$ cat src/rtl/uart_rx_port.sv
// Memory-mapped 8N1 UART receive port: the CPU reads the received byte and a status word with ordinary loads,
// and any other address passes data-memory read data through to the MemtoReg mux.
module uart_rx_port #(
  parameter int         CLK_FREQ  = 50000000,
  parameter int         BAUD      = 115200,
  parameter logic [7:0] DATA_ADDR = 8'hFE,
  parameter logic [7:0] STAT_ADDR = 8'hFD
) (
  input  logic       iCLK,
  input  logic       iRST_N,
  input  logic       iRXD,
  input  logic [7:0] iAddress,
  input  logic [7:0] iMemData,
  input  logic       iRd,
  output logic [7:0] oRegData,
  output logic [7:0] oRxByte,
  output logic       oValid,
  output logic       oOverrun,
  output logic       oFrameErr,
  output logic [2:0] oDbgState
);

  localparam int CPB = CLK_FREQ / BAUD;
  localparam int CW  = $clog2(CPB + 1);
  localparam logic [CW-1:0] C_FULL = CW'(CPB - 1);
  localparam logic [CW-1:0] C_HALF = CW'(CPB / 2 - 1);

  typedef enum logic [2:0] {S_IDLE, S_START, S_DATA, S_STOP, S_WAIT_HI} state_t;

  state_t        r_state;
  logic [CW-1:0] r_cnt;
  logic [2:0]    r_bit;
  logic [7:0]    r_shift;
  logic          r_sync1, r_sync2;
  logic          r_load;
  logic [7:0]    r_hold;
  logic          r_valid, r_ovr, r_ferr;

  state_t        w_state_nx;
  logic [CW-1:0] w_cnt_nx;
  logic [2:0]    w_bit_nx;
  logic [7:0]    w_shift_nx;
  logic          w_load_nx;
  logic          w_ferr_set;
  logic          w_rxs;
  logic          w_rd_data, w_rd_stat;

  assign w_rxs     = r_sync2;
  assign w_rd_data = iRd && (iAddress == DATA_ADDR);
  assign w_rd_stat = iRd && (iAddress == STAT_ADDR);

  always_comb begin
    w_state_nx = r_state;
    w_cnt_nx   = r_cnt + 1'b1;
    w_bit_nx   = r_bit;
    w_shift_nx = r_shift;
    w_load_nx  = 1'b0;
    w_ferr_set = 1'b0;
    case (r_state)
      S_IDLE: begin
        w_cnt_nx = '0;
        if (!w_rxs) w_state_nx = S_START;
      end
      S_START: begin
        // Mid-start-bit check rejects short glitches on the line
        if (r_cnt == C_HALF) begin
          w_cnt_nx   = '0;
          w_bit_nx   = 3'd0;
          w_state_nx = w_rxs ? S_IDLE : S_DATA;
        end
      end
      S_DATA: begin
        if (r_cnt == C_FULL) begin
          w_cnt_nx          = '0;
          w_shift_nx[r_bit] = w_rxs;
          if (r_bit == 3'd7) w_state_nx = S_STOP;
          else               w_bit_nx   = r_bit + 3'd1;
        end
      end
      S_STOP: begin
        if (r_cnt == C_FULL) begin
          w_cnt_nx = '0;
          if (w_rxs) begin
            w_load_nx  = 1'b1;
            w_state_nx = S_IDLE;
          end else begin
            w_ferr_set = 1'b1;
            w_state_nx = S_WAIT_HI;
          end
        end
      end
      S_WAIT_HI: begin
        w_cnt_nx = '0;
        if (w_rxs) w_state_nx = S_IDLE;
      end
      default: w_state_nx = S_IDLE;
    endcase
  end

  always_ff @(posedge iCLK) begin
    if (!iRST_N) begin
      r_state <= S_IDLE;
      r_cnt   <= '0;
      r_bit   <= 3'd0;
      r_shift <= 8'h00;
      r_sync1 <= 1'b1;
      r_sync2 <= 1'b1;
      r_load  <= 1'b0;
      r_hold  <= 8'h00;
      r_valid <= 1'b0;
      r_ovr   <= 1'b0;
      r_ferr  <= 1'b0;
    end else begin
      r_sync1 <= iRXD;
      r_sync2 <= r_sync1;
      r_state <= w_state_nx;
      r_cnt   <= w_cnt_nx;
      r_bit   <= w_bit_nx;
      r_shift <= w_shift_nx;
      r_load  <= w_load_nx;
      // A load beats a same-cycle consume; overrun only when unread data is lost
      if (r_load) begin
        r_hold  <= r_shift;
        r_valid <= 1'b1;
        r_ovr   <= w_rd_data ? 1'b0 : (r_valid | r_ovr);
      end else if (w_rd_data) begin
        r_valid <= 1'b0;
        r_ovr   <= 1'b0;
      end
      if (w_ferr_set)     r_ferr <= 1'b1;
      else if (w_rd_stat) r_ferr <= 1'b0;
    end
  end

  always_comb begin
    oRegData = iMemData;
    if (iAddress == DATA_ADDR)      oRegData = r_hold;
    else if (iAddress == STAT_ADDR) oRegData = {5'b0, r_ferr, r_ovr, r_valid};
  end

  assign oRxByte   = r_hold;
  assign oValid    = r_valid;
  assign oOverrun  = r_ovr;
  assign oFrameErr = r_ferr;
  assign oDbgState = r_state;

endmodule

$ cat config.mk
export PLATFORM = sky130hd
export DESIGN_NAME = uart_rx_port
export DESIGN_NICKNAME = d
export VERILOG_FILES = /design/src/rtl/uart_rx_port.sv
export SDC_FILE = /design/constraint.sdc
export NUM_CORES = 1
export LEC_CHECK = 0
export ABC_AREA = 0
export CAP_MARGIN = 20
export CORE_MARGIN = 5
export CORE_UTILIZATION = 52
export CTS_BUF_LIST = sky130_fd_sc_hd__clkbuf_4 sky130_fd_sc_hd__clkbuf_8
export CTS_CLUSTER_SIZE = 14
export DETAILED_ROUTE_END_ITERATION = 6
export PLACE_DENSITY = 0.84
export SYNTH_ARGS = -nofsm -noshare
export SYNTH_HDL_FRONTEND = slang
export SYNTH_SLANG_ARGS = --single-unit
$ cat constraint.sdc
create_clock -name iCLK -period 1.8 [get_ports iCLK]
set_input_delay 0.36 -clock iCLK [delete_from_list [all_inputs] [get_ports iCLK]]
set_output_delay 0.36 -clock iCLK [all_outputs]
set_load 0.005 [all_outputs]
==> summary.txt <==
run results: outcome=complete, but fails checks, violated checks=setup timing, # Post-CTS Setup Buffers=14, largest net degree at the start of global routing=19, worst IR drop on VDD=~0.56 mV, # diodes=0, IO Port Bufs=just over 40, CP Launch Type=primary input, Slew HR=63.1%, final setup margin=-273 ps, RSZ-0062 raised after global routing=true, Comb gate area=between 1000 and 1500 sq um, Syn Std Cell Area=between 1500 and 2000 sq um, Post-synth EDFFs=0, Net Switching=between 0.4 and 0.5 mW, Clock Buffer Count=6, number of OpenROAD warnings=30, crit-path leading delay family=buffers and inverters, final instance area=roughly 2700 sq um, H-tree depth=2, Latency at later pin=between 200 and 300 ps, yosys adder share=under 10%, Via Count=approximately 1600, sequential fraction of the synthesis area=approximately two fifths, Slowest-stage cell, CP=nor4b_4, Final setup violation count=8, NonClk Buf Share=a little over a fifth, multi-input gates=145, synthesis-to-finish area growth=38.2%, worst hold-check path type=reg2reg, CP max FO=4, YS warnings=0, sequential cell power=approximately 0.85 mW, crit path DRT=roughly 1400 ps, internal power=roughly 1.4 mW, Top Ports=about 42, ClkCell Share=under 10%, Clock Sinks=37
[per-stage QoR]
stage | total power [mW] | utilization, %
finish | 1.89 | 73.6
global route | 1.96 | 73.6
CTS | 1.89 | 72.9
detailed placement | 1.15 | 66.9
global placement | 1.15 | 66.9
floorplan | 1.02 | -
[cell usage in the layout (no fill, tap or decap), types with 2 or more instances in the layout]
master,n
nand3b_1,3
a21oi_1,4
buf_2,8
clkdlybuf4s50_1,25
buf_4,21
mux2i_1,22
inv_1,3
dfxtp_1,34
clkbuf_2,4
nor3b_2,2
nor2_4,2
nor2b_1,11
dfxtp_2,3
nand2b_1,4
nor2_1,16
nand2_2,2
xnor2_1,5
ha_1,4
nand3_1,7
nor4b_4,2
clkbuf_8,6
o21ai_1,4
buf_6,10
a22o_1,5
nand2_1,21
nand4_1,2
inv_2,2
xor2_1,2
[state kept, by name, indices dropped and copies added, names as in the netlist]
register / flops
r_load: 1
r_sync1: 1
r_cnt: 9
r_bit: 3
oValid: 1
oRxByte: 8
oOverrun: 1
oDbgState: 3
r_shift: 8
oFrameErr: 1
r_sync2: 1
[routing by layer]
layer	GRT usage, %	part of all wire (%)
met1	22.5	44
met2	32.1	50
met3	3.84	5.0
met4	8.56	1.5
met5	0	0
[Yosys cell counts, types with 2 or more instances]
cell type	count	area [sq um]
dfxtp_1	37	741
mux2i_1	22	220
a21oi_1	4	20.0
o21ai_0	5	25.0
clkbuf_1	5	18.8
a22o_1	5	43.8
inv_1	5	18.8
xor2_1	2	17.5
ha_1	5	62.6
nor2b_1	11	68.8
nand4_1	2	12.5
nor2_1	17	63.8
nand3_1	7	35.0
nand3b_1	3	22.5
clkbuf_8	3	41.3
xnor2_1	5	43.8
nand2b_1	4	25.0
nor3b_2	2	25.0
nand2_1	22	82.6
==> images/pdn.png <==
The bar under the picture is 20 um long. Pins as bars on the die edge. Tap cells in grey.
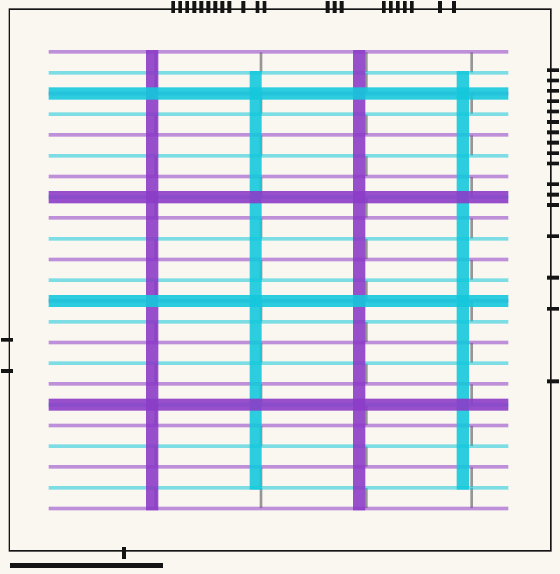
cyan -> VDD
purple -> VSS
met1 rails = 23
met5 straps = 4
rows = 22
signal pins = 42
die height: 70.8 um
die width: 70.8 um

==> images/density.png <==
The bar under the picture is 20 um long. The die is cut into 7 by 7 equal tiles; white is low, dark blue is high, 0 to 100% covered.
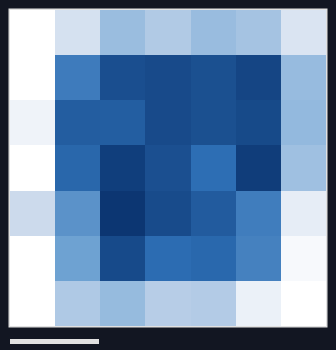
fullest tile = 98%
mean over tiles = 52%
tiles over 75% full = 39%

Power and IR drop assume default switching activity.
